File: src/rtl/fx_sqrt_arbiter.sv
// fx_sqrt_arbiter: shares one fxSqrt instance between N_REQ requesters.
//
// Issue side picks one valid requester round-robin and forwards its operand to the fxSqrt
// valid/ready input with no added latency. Each accepted operand pushes its requester ID into
// a tag FIFO; because fxSqrt returns results in order, the FIFO head names the owner of the
// result currently presented on the fxSqrt output, which is steered back to that requester.
//
// Ports:
//   clk, rst_n          clock, synchronous active-low reset
//   req_valid/ready/a   per-requester operand handshake; operand i at req_a[i*WIDTH +: WIDTH]
//   rsp_valid/ready     per-requester result handshake
//   rsp_result          result word, broadcast, qualified by rsp_valid
//   sq_valid/ready/a    to/from fxSqrt input port
//   sq_res_valid/ready  to/from fxSqrt output port
//   sq_result           fxSqrt result word
//   inflight            tag FIFO occupancy
//   err_orphan          sticky: a result showed up with no operand outstanding

module fx_sqrt_arbiter #(
  parameter int unsigned N_REQ        = 4,
  parameter int unsigned WIDTH        = 32,
  parameter int unsigned MAX_INFLIGHT = 16
) (
  input  logic                              clk,
  input  logic                              rst_n,
  input  logic [N_REQ-1:0]                  req_valid,
  output logic [N_REQ-1:0]                  req_ready,
  input  logic [N_REQ*WIDTH-1:0]            req_a,
  output logic [N_REQ-1:0]                  rsp_valid,
  input  logic [N_REQ-1:0]                  rsp_ready,
  output logic [WIDTH-1:0]                  rsp_result,
  output logic                              sq_valid,
  input  logic                              sq_ready,
  output logic [WIDTH-1:0]                  sq_a,
  input  logic                              sq_res_valid,
  output logic                              sq_res_ready,
  input  logic [WIDTH-1:0]                  sq_result,
  output logic [$clog2(MAX_INFLIGHT+1)-1:0] inflight,
  output logic                              err_orphan
);

  localparam int unsigned ID_W  = $clog2(N_REQ);
  localparam int unsigned PTR_W = $clog2(MAX_INFLIGHT);
  localparam int unsigned CNT_W = $clog2(MAX_INFLIGHT+1);

  logic [ID_W-1:0]  rr_ptr_q, rr_ptr_d;
  logic [PTR_W-1:0] wr_ptr_q, wr_ptr_d;
  logic [PTR_W-1:0] rd_ptr_q, rd_ptr_d;
  logic [CNT_W-1:0] count_q, count_d;
  logic             err_orphan_q, err_orphan_d;
  logic [ID_W-1:0]  tag_mem_q [MAX_INFLIGHT];
  logic [ID_W-1:0]  tag_mem_d [MAX_INFLIGHT];

  logic [WIDTH-1:0] req_a_arr [N_REQ];
  logic [ID_W-1:0]  grant;
  logic [ID_W-1:0]  idx;
  logic [31:0]      idx_full;
  logic             found;
  logic             any_valid;
  logic             full;
  logic             empty;
  logic             issue_ok;
  logic             issue;
  logic             retire;
  logic [ID_W-1:0]  head;

  for (genvar gi = 0; gi < N_REQ; gi++) begin : g_unpack
    assign req_a_arr[gi] = req_a[gi*WIDTH +: WIDTH];
  end

  assign full      = (count_q == CNT_W'(MAX_INFLIGHT));
  assign empty     = (count_q == '0);
  assign any_valid = |req_valid;
  assign head      = tag_mem_q[rd_ptr_q];

  // Round-robin search starting at rr_ptr, wrapping modulo N_REQ.
  always_comb begin
    grant    = '0;
    found    = 1'b0;
    idx      = '0;
    idx_full = '0;
    for (int unsigned k = 0; k < N_REQ; k++) begin
      idx_full = 32'(rr_ptr_q) + k;
      if (idx_full >= N_REQ) idx_full = idx_full - N_REQ;
      idx = ID_W'(idx_full);
      if (!found && req_valid[idx]) begin
        grant = idx;
        found = 1'b1;
      end
    end
  end

  // Outputs are forced low while rst_n is asserted so the reset cycle is fully quiet.
  always_comb begin
    issue_ok = rst_n && any_valid && !full;
    sq_valid = issue_ok;
    sq_a     = req_a_arr[grant];
    for (int unsigned i = 0; i < N_REQ; i++) begin
      req_ready[i] = issue_ok && sq_ready && (grant == ID_W'(i));
    end
    issue = issue_ok && sq_ready;
  end

  // Response steering depends only on FIFO state and the fxSqrt/rsp_ready inputs.
  always_comb begin
    for (int unsigned i = 0; i < N_REQ; i++) begin
      rsp_valid[i] = rst_n && sq_res_valid && !empty && (head == ID_W'(i));
    end
    rsp_result   = sq_result;
    sq_res_ready = rst_n && !empty && rsp_ready[head];
    retire       = sq_res_valid && sq_res_ready;
    inflight     = rst_n ? count_q : '0;
    err_orphan   = rst_n && err_orphan_q;
  end

  always_comb begin
    rr_ptr_d     = rr_ptr_q;
    wr_ptr_d     = wr_ptr_q;
    rd_ptr_d     = rd_ptr_q;
    count_d      = count_q;
    tag_mem_d    = tag_mem_q;
    err_orphan_d = err_orphan_q | (sq_res_valid && empty);

    if (issue) begin
      tag_mem_d[wr_ptr_q] = grant;
      wr_ptr_d            = wr_ptr_q + PTR_W'(1);
      rr_ptr_d            = (grant == ID_W'(N_REQ-1)) ? '0 : grant + ID_W'(1);
    end
    if (retire) begin
      rd_ptr_d = rd_ptr_q + PTR_W'(1);
    end

    case ({issue, retire})
      2'b10:   count_d = count_q + CNT_W'(1);
      2'b01:   count_d = count_q - CNT_W'(1);
      default: count_d = count_q;
    endcase
  end

  always_ff @(posedge clk) begin
    if (!rst_n) begin
      rr_ptr_q     <= '0;
      wr_ptr_q     <= '0;
      rd_ptr_q     <= '0;
      count_q      <= '0;
      err_orphan_q <= 1'b0;
    end else begin
      rr_ptr_q     <= rr_ptr_d;
      wr_ptr_q     <= wr_ptr_d;
      rd_ptr_q     <= rd_ptr_d;
      count_q      <= count_d;
      err_orphan_q <= err_orphan_d;
    end
  end

  // Tag storage needs no reset: entries are only read when count says they are valid.
  always_ff @(posedge clk) begin
    tag_mem_q <= tag_mem_d;
  end

endmodule

File: config.mk
export PLATFORM = sky130hd
export DESIGN_NAME = fx_sqrt_arbiter
export DESIGN_NICKNAME = d
export VERILOG_FILES = /design/src/rtl/fx_sqrt_arbiter.sv
export SDC_FILE = /design/constraint.sdc
export NUM_CORES = 1
export LEC_CHECK = 0
export ABC_CLOCK_PERIOD_IN_PS = 5210
export CAP_MARGIN = 20
export CORE_MARGIN = 1
export CORE_UTILIZATION = 30
export CTS_CLUSTER_SIZE = 10
export DETAILED_ROUTE_END_ITERATION = 12
export GPL_TIMING_DRIVEN = 0
export PLACE_DENSITY = 0.69
export REMOVE_ABC_BUFFERS = 1
export SLEW_MARGIN = 20
export SYNTH_ARGS = -nofsm -noshare
export SYNTH_HDL_FRONTEND = slang
export SYNTH_SLANG_ARGS = --single-unit
File: constraint.sdc
create_clock -name clk -period 5.21 [get_ports clk]
set_input_delay 0.521 -clock clk [delete_from_list [all_inputs] [get_ports clk]]
set_output_delay 0.521 -clock clk [all_outputs]
set_load 0.03 [all_outputs]
Figure 1. Supply network.
(3 px per um) Pins as bars on the die edge.
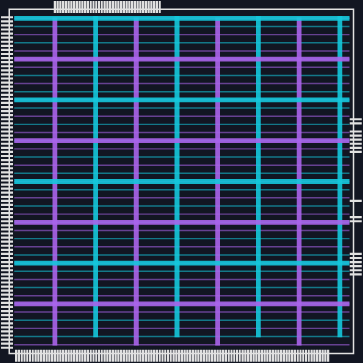
legend:
  VDD:
    colour: cyan
  VSS:
    colour: purple
rows: 40
met1 rails: 41

Figure 2. Clock wires, drivers and flops.
(2 px per um)
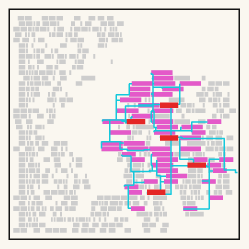
legend:
  clock wires:
    colour: cyan
    length: 530 um
  clock drivers:
    colour: red
    count: 5
  flip-flops:
    colour: magenta
    count: 48
routed clock nets: 6

Figure 3. The clock network.
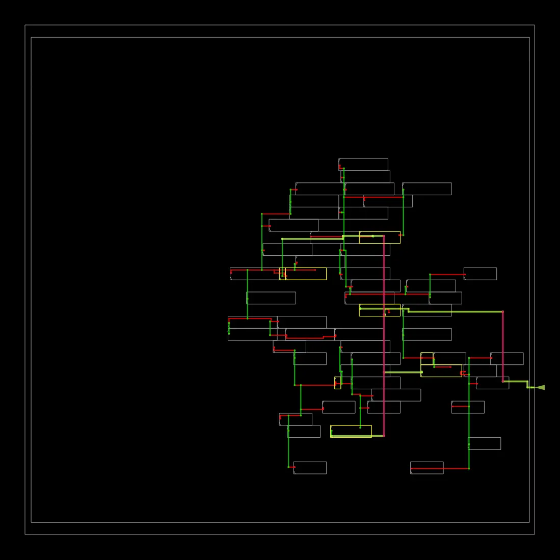
clock sink total: 48
total CTS buffers: 5
flip-flops: 48
clk pwr: 305 uW
Clock buffer cells: 6

Figure 4. Routed metal, one colour a layer.
(4 px per um)
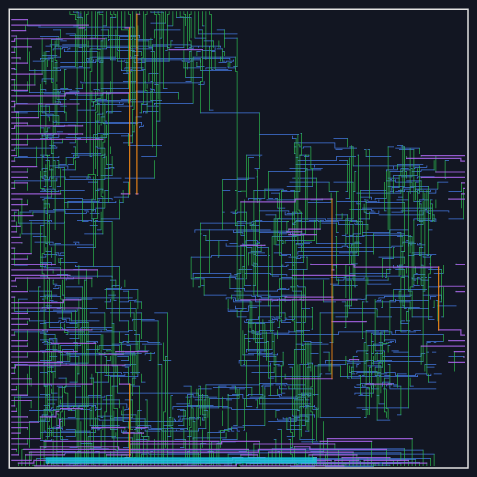
legend:
  metal 1:
    colour: blue
    wire_length: 4680 um
  metal 3:
    colour: purple
    wire_length: 1510 um
  metal 2:
    colour: green
    wire_length: 5660 um
  metal 5:
    colour: cyan
    wire_length: 66.2 um
  metal 4:
    colour: orange
    wire_length: 167 um
Vias: 3752
post-DR wirelength/cell: 15.6 um
DRT Wirelength: 12100 um
total global-route track usage: 0.183

==> metrics.cfg <==
[floorplanning]
ios = 252
dieArea_um2 = 13100
num_rows = 40
coreArea_um2 = 12200

[power]
powerComb_uw = 538
intPower_uw = 854
leakage_uw = 0.00225
swShare = 0.328
power.group.top = combinational cells
p_seq_frac = 0.337

[synth]
compound_area_frac = 0.102
ys_seq_frac = 0.339
synthCells = 468
top_area_cell = edfxtp_1

[setup_path]
cp_top_family = multiplexers
crit_start = rd_ptr_q[0]
cpPeakStageDelay_ps = 630
rr_worst_depth = 14
cp.arrival_ps = 4350
crit_fanout = 11
cpMostUsedCell = and3_1
start_kind = register
critPathCapture = count_q[4]

[cells_and_area]
largest_register_ffs = 32
reg_top3 = tag_mem_q (32), count_q (5)
num-nonclk-buffers = 193
nonClkBufAreaFrac = 0.342
fin_util = 0.466
largest_class = combinational gates
fin_area_um2 = 5670
clkCellAreaFrac = 0.0247
area_growth_pct = 50.0
inverters = 13
final-seq-area_um2 = 1280

[worst_hold_path]
hold_class = register to register
min_from = err_orphan_q
hold_path_depth = 2
min_to = err_orphan_q

[sta]
fmax_mhz = 240
min_period_ps = 4170
setup_tns_ps = 0
fin_crit_sh = 0.801
setup_slack_ps = 1040

[outcome]
status = finished clean

[clock_network]
root_buffer = clkbuf_16
postCtsSetupBuffers = 0
clockBufferDepth = 2

[place]
gp_congestion = 0.817
numPortBuffers = 187
dpl_worst_slack_ps = 1050
dp.cells = 764

[global_routing]
grt_max_degree = 51

[routing]
first_pass_iters = 4

[metal layers]
| metal | GRT usage | part of all wire | up-vias |
|---|---|---|---|
| met2 | 0.303 | 0.47 | 206 |
| met1 | 0.206 | 0.39 | 1686 |
| li1 | - | - | 1844 |
| met5 | 0.0392 | 0.0055 | - |
| met4 | 0.0372 | 0.014 | 2 |
| met3 | 0.0979 | 0.13 | 14 |
[synthesized netlist by cell type, drive strengths merged, types with 2 or more instances]
cell type	n
a21oi	7
o21a	2
o21ai	6
dfxtp	16
a32o	2
clkbuf	27
nor2	16
xor2	3
nand2b	3
nor3	6
edfxtp	32
and2b	2
ha	13
and2	16
o211ai	2
and3	42
a31oi	34
mux2	3
xnor2	4
mux2i	5
nor2b	4
nand2	148
inv	13
mux4	8
buf	38
nand4	3
Power figures rest on the tool's default switching activity, not on a simulated workload.
